--- src/rtl/tracker_pkg.sv ---
// Shared types for the max/min tracker: field widths, the tagged {value,index} word and FSM states.
package tracker_pkg;

   localparam int unsigned DW = 8;
   localparam int unsigned IW = 5;

   typedef logic signed [DW+IW-1:0] tagged_t;

   typedef enum logic [1:0] {
      IDLE,
      ACCEPT,
      DONE
   } trk_state_t;

endpackage

--- src/rtl/max_comparator.sv ---
// Combinational {value,index} comparator: orders on the signed value field only.
module max_comparator
   import tracker_pkg::*;
(
   input  tagged_t a_i,
   input  tagged_t b_i,
   output tagged_t out_value_max_o,
   output tagged_t out_value_min_o
);

   logic signed [DW-1:0] a_val;
   logic signed [DW-1:0] b_val;

   assign a_val = a_i[DW+IW-1:IW];
   assign b_val = b_i[DW+IW-1:IW];

   // On a tie the max output keeps a and the min output keeps b, so callers place the
   // running word on the side that must win ties.
   assign out_value_max_o = (b_val > a_val) ? b_i : a_i;
   assign out_value_min_o = (a_val < b_val) ? a_i : b_i;

endmodule

--- src/rtl/max_min_tracker.sv ---
// Accepts N signed samples over valid/ready, tags each with its arrival index and
// tracks the running max and min words, pulsing done once the run completes.
module max_min_tracker
   import tracker_pkg::*;
#(
   parameter int unsigned N = 32
) (
   input  logic                 clk_i,
   input  logic                 rst_i,
   input  logic                 start_i,
   input  logic                 in_valid_i,
   input  logic signed [DW-1:0] in_value_i,
   output logic                 in_ready_o,
   output logic                 busy_o,
   output logic                 done_o,
   output tagged_t              out_max_o,
   output tagged_t              out_min_o
);

   trk_state_t    state_q, state_d;
   logic [IW-1:0] cnt_q, cnt_d;
   tagged_t       max_q, max_d;
   tagged_t       min_q, min_d;
   tagged_t       word;
   tagged_t       cmp_max;
   tagged_t       cmp_min;
   logic          accept;

   assign word   = {in_value_i, cnt_q};
   assign accept = in_valid_i && (state_q == ACCEPT);

   max_comparator u_cmp_max (
      .a_i             (max_q),
      .b_i             (word),
      .out_value_max_o (cmp_max),
      .out_value_min_o ()
   );

   max_comparator u_cmp_min (
      .a_i             (word),
      .b_i             (min_q),
      .out_value_max_o (),
      .out_value_min_o (cmp_min)
   );

   always_comb begin
      state_d = state_q;
      cnt_d   = cnt_q;
      max_d   = max_q;
      min_d   = min_q;
      unique case (state_q)
         IDLE: begin
            if (start_i) begin
               state_d = ACCEPT;
               cnt_d   = '0;
            end
         end
         ACCEPT: begin
            if (accept) begin
               cnt_d = cnt_q + 1'b1;
               // The first sample seeds both registers; results from the last run are stale.
               if (cnt_q == '0) begin
                  max_d = word;
                  min_d = word;
               end else begin
                  max_d = cmp_max;
                  min_d = cmp_min;
               end
               if (cnt_q == IW'(N - 1)) begin
                  state_d = DONE;
               end
            end
         end
         DONE: begin
            state_d = IDLE;
         end
         default: begin
            state_d = IDLE;
         end
      endcase
   end

   always_ff @(posedge clk_i or posedge rst_i) begin
      if (rst_i) begin
         state_q <= IDLE;
         cnt_q   <= '0;
         max_q   <= '0;
         min_q   <= '0;
      end else begin
         state_q <= state_d;
         cnt_q   <= cnt_d;
         max_q   <= max_d;
         min_q   <= min_d;
      end
   end

   assign in_ready_o = (state_q == ACCEPT);
   assign busy_o     = (state_q == ACCEPT);
   assign done_o     = (state_q == DONE);
   assign out_max_o  = max_q;
   assign out_min_o  = min_q;

endmodule

--- config.mk ---
export PLATFORM = sky130hd
export DESIGN_NAME = max_min_tracker
export DESIGN_NICKNAME = d
export VERILOG_FILES = /design/src/rtl/tracker_pkg.sv /design/src/rtl/max_comparator.sv /design/src/rtl/max_min_tracker.sv
export SDC_FILE = /design/constraint.sdc
export NUM_CORES = 1
export LEC_CHECK = 0
export ABC_AREA = 1
export CAP_MARGIN = 5
export CORE_ASPECT_RATIO = 1.4
export CORE_MARGIN = 5
export CORE_UTILIZATION = 45
export DETAILED_ROUTE_END_ITERATION = 8
export DONT_BUFFER_PORTS = 1
export PLACE_DENSITY_LB_ADDON = 0.2
export SLEW_MARGIN = 10
export SYNTH_ARGS = -nofsm -noshare
export SYNTH_HDL_FRONTEND = slang
export SYNTH_SLANG_ARGS = --single-unit
--- constraint.sdc ---
create_clock -name clk_i -period 3.8 [get_ports clk_i]
set_input_delay 1.14 -clock clk_i [delete_from_list [all_inputs] [get_ports clk_i]]
set_output_delay 1.14 -clock clk_i [all_outputs]
set_load 0.02 [all_outputs]
pinout.png
Scale: 6 px per um. Pins as bars across the die edge, other pins in grey.
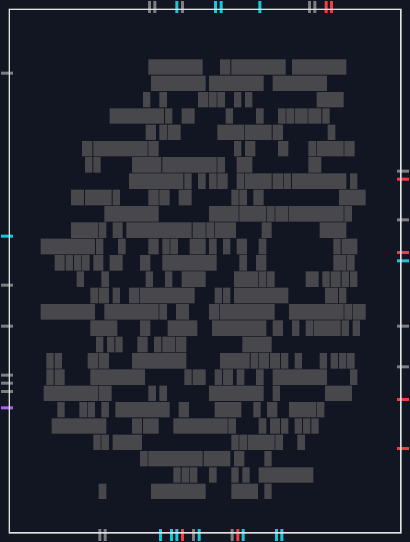
| colour | port | pins | direction | edge |
|---|---|---|---|---|
| cyan | out_min_o | 13 | output | 7 south, 4 north, 1 east, 1 west |
| red | in_value_i | 8 | input | 4 east, 2 south, 2 north |
| purple | start_i | 1 | input | west |
all pins by edge: 13 south, 11 north, 9 east, 8 west

placed.png
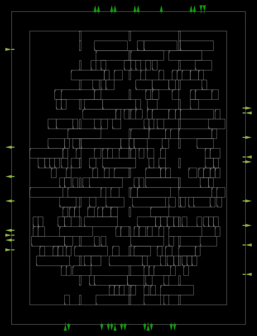
final core utilization: 48.7%
sequential share of cell area: 40.6%
flop count: 33
fill count: 412

==> run_results.csv <==
group,metric,value,unit
synth,syn_avg_cell_area,8.05,um^2
critical_path,worst-path-buf-inv,0,
critical_path,max_stage_delay,0.35,ns
floorplanning,io_pins,41,
cts,cts_buffer_depth,2,
floorplanning,tap_cells,45,
critical_path,worst_setup_path_start_kind,"input pin",
cells_and_area,antenna_cells,0,
synth,yosys.area_share.xor_xnor,0,%
synth,post-synth-top-count-cell,"nand2_1",
synth,ys_cells,237,
synth,top_area_cell,"dfrtp_1",
drt,wl_met1,1.64,mm
floorplanning,row_count,28,
cells_and_area,final_cell_mix,"nand2_1, inv_1, dfrtp_1",
drt,dr_wl_met2,2.27,mm
placement,pre_cts_slack,1.02,ns
pwr,powerDensity,939,nW/um^2
cells_and_area,clkCellAreaFrac,5.73,%
floorplanning,dieArea,5660,um^2
cells_and_area,lay_top_count,"nand2_1",
worst_hold_path,hold_start,"cnt_q[3]",
grt,grt.overflow.total,0,
cts,ctsHoldBuffers,0,
timing,rsz0062_at_grt,"false",
critical_path,critPathKind,"in2reg",
synth,mux_share,0,%
cells_and_area,final_cells,284,
placement,io_buffers,0,
cells_and_area,comb_area,887,um^2
cells_and_area,buf_share,0.739,%
timing,report.final.slew_viol_count,0,
floorplanning,die_h,87.0,um
pwr,internal_power,976,uW
timing,relSlewSlack,56.1,%
status,status,"finished, final reports clean",
port_trees.png
Scale: 3 px per um.
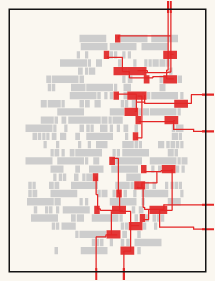
| colour | port | direction | end cells | buffers | wire |
|---|---|---|---|---|---|
| red | in_value_i | input | 31 | 0 | 382 um |

m2.png
Scale: 6 px per um.
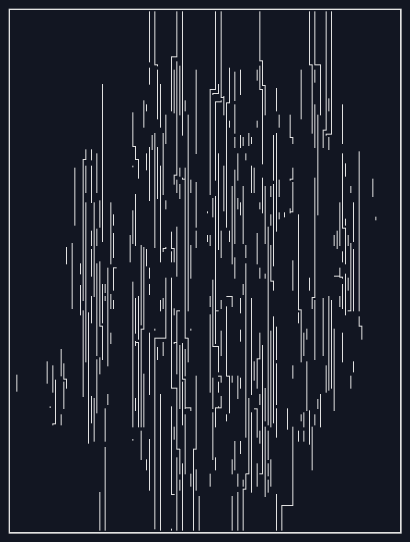
main direction: vertical
wire length on this layer: 2270 um
share of all routed wire: 54%

Power figures rest on the tool's default switching activity, not on a simulated workload.
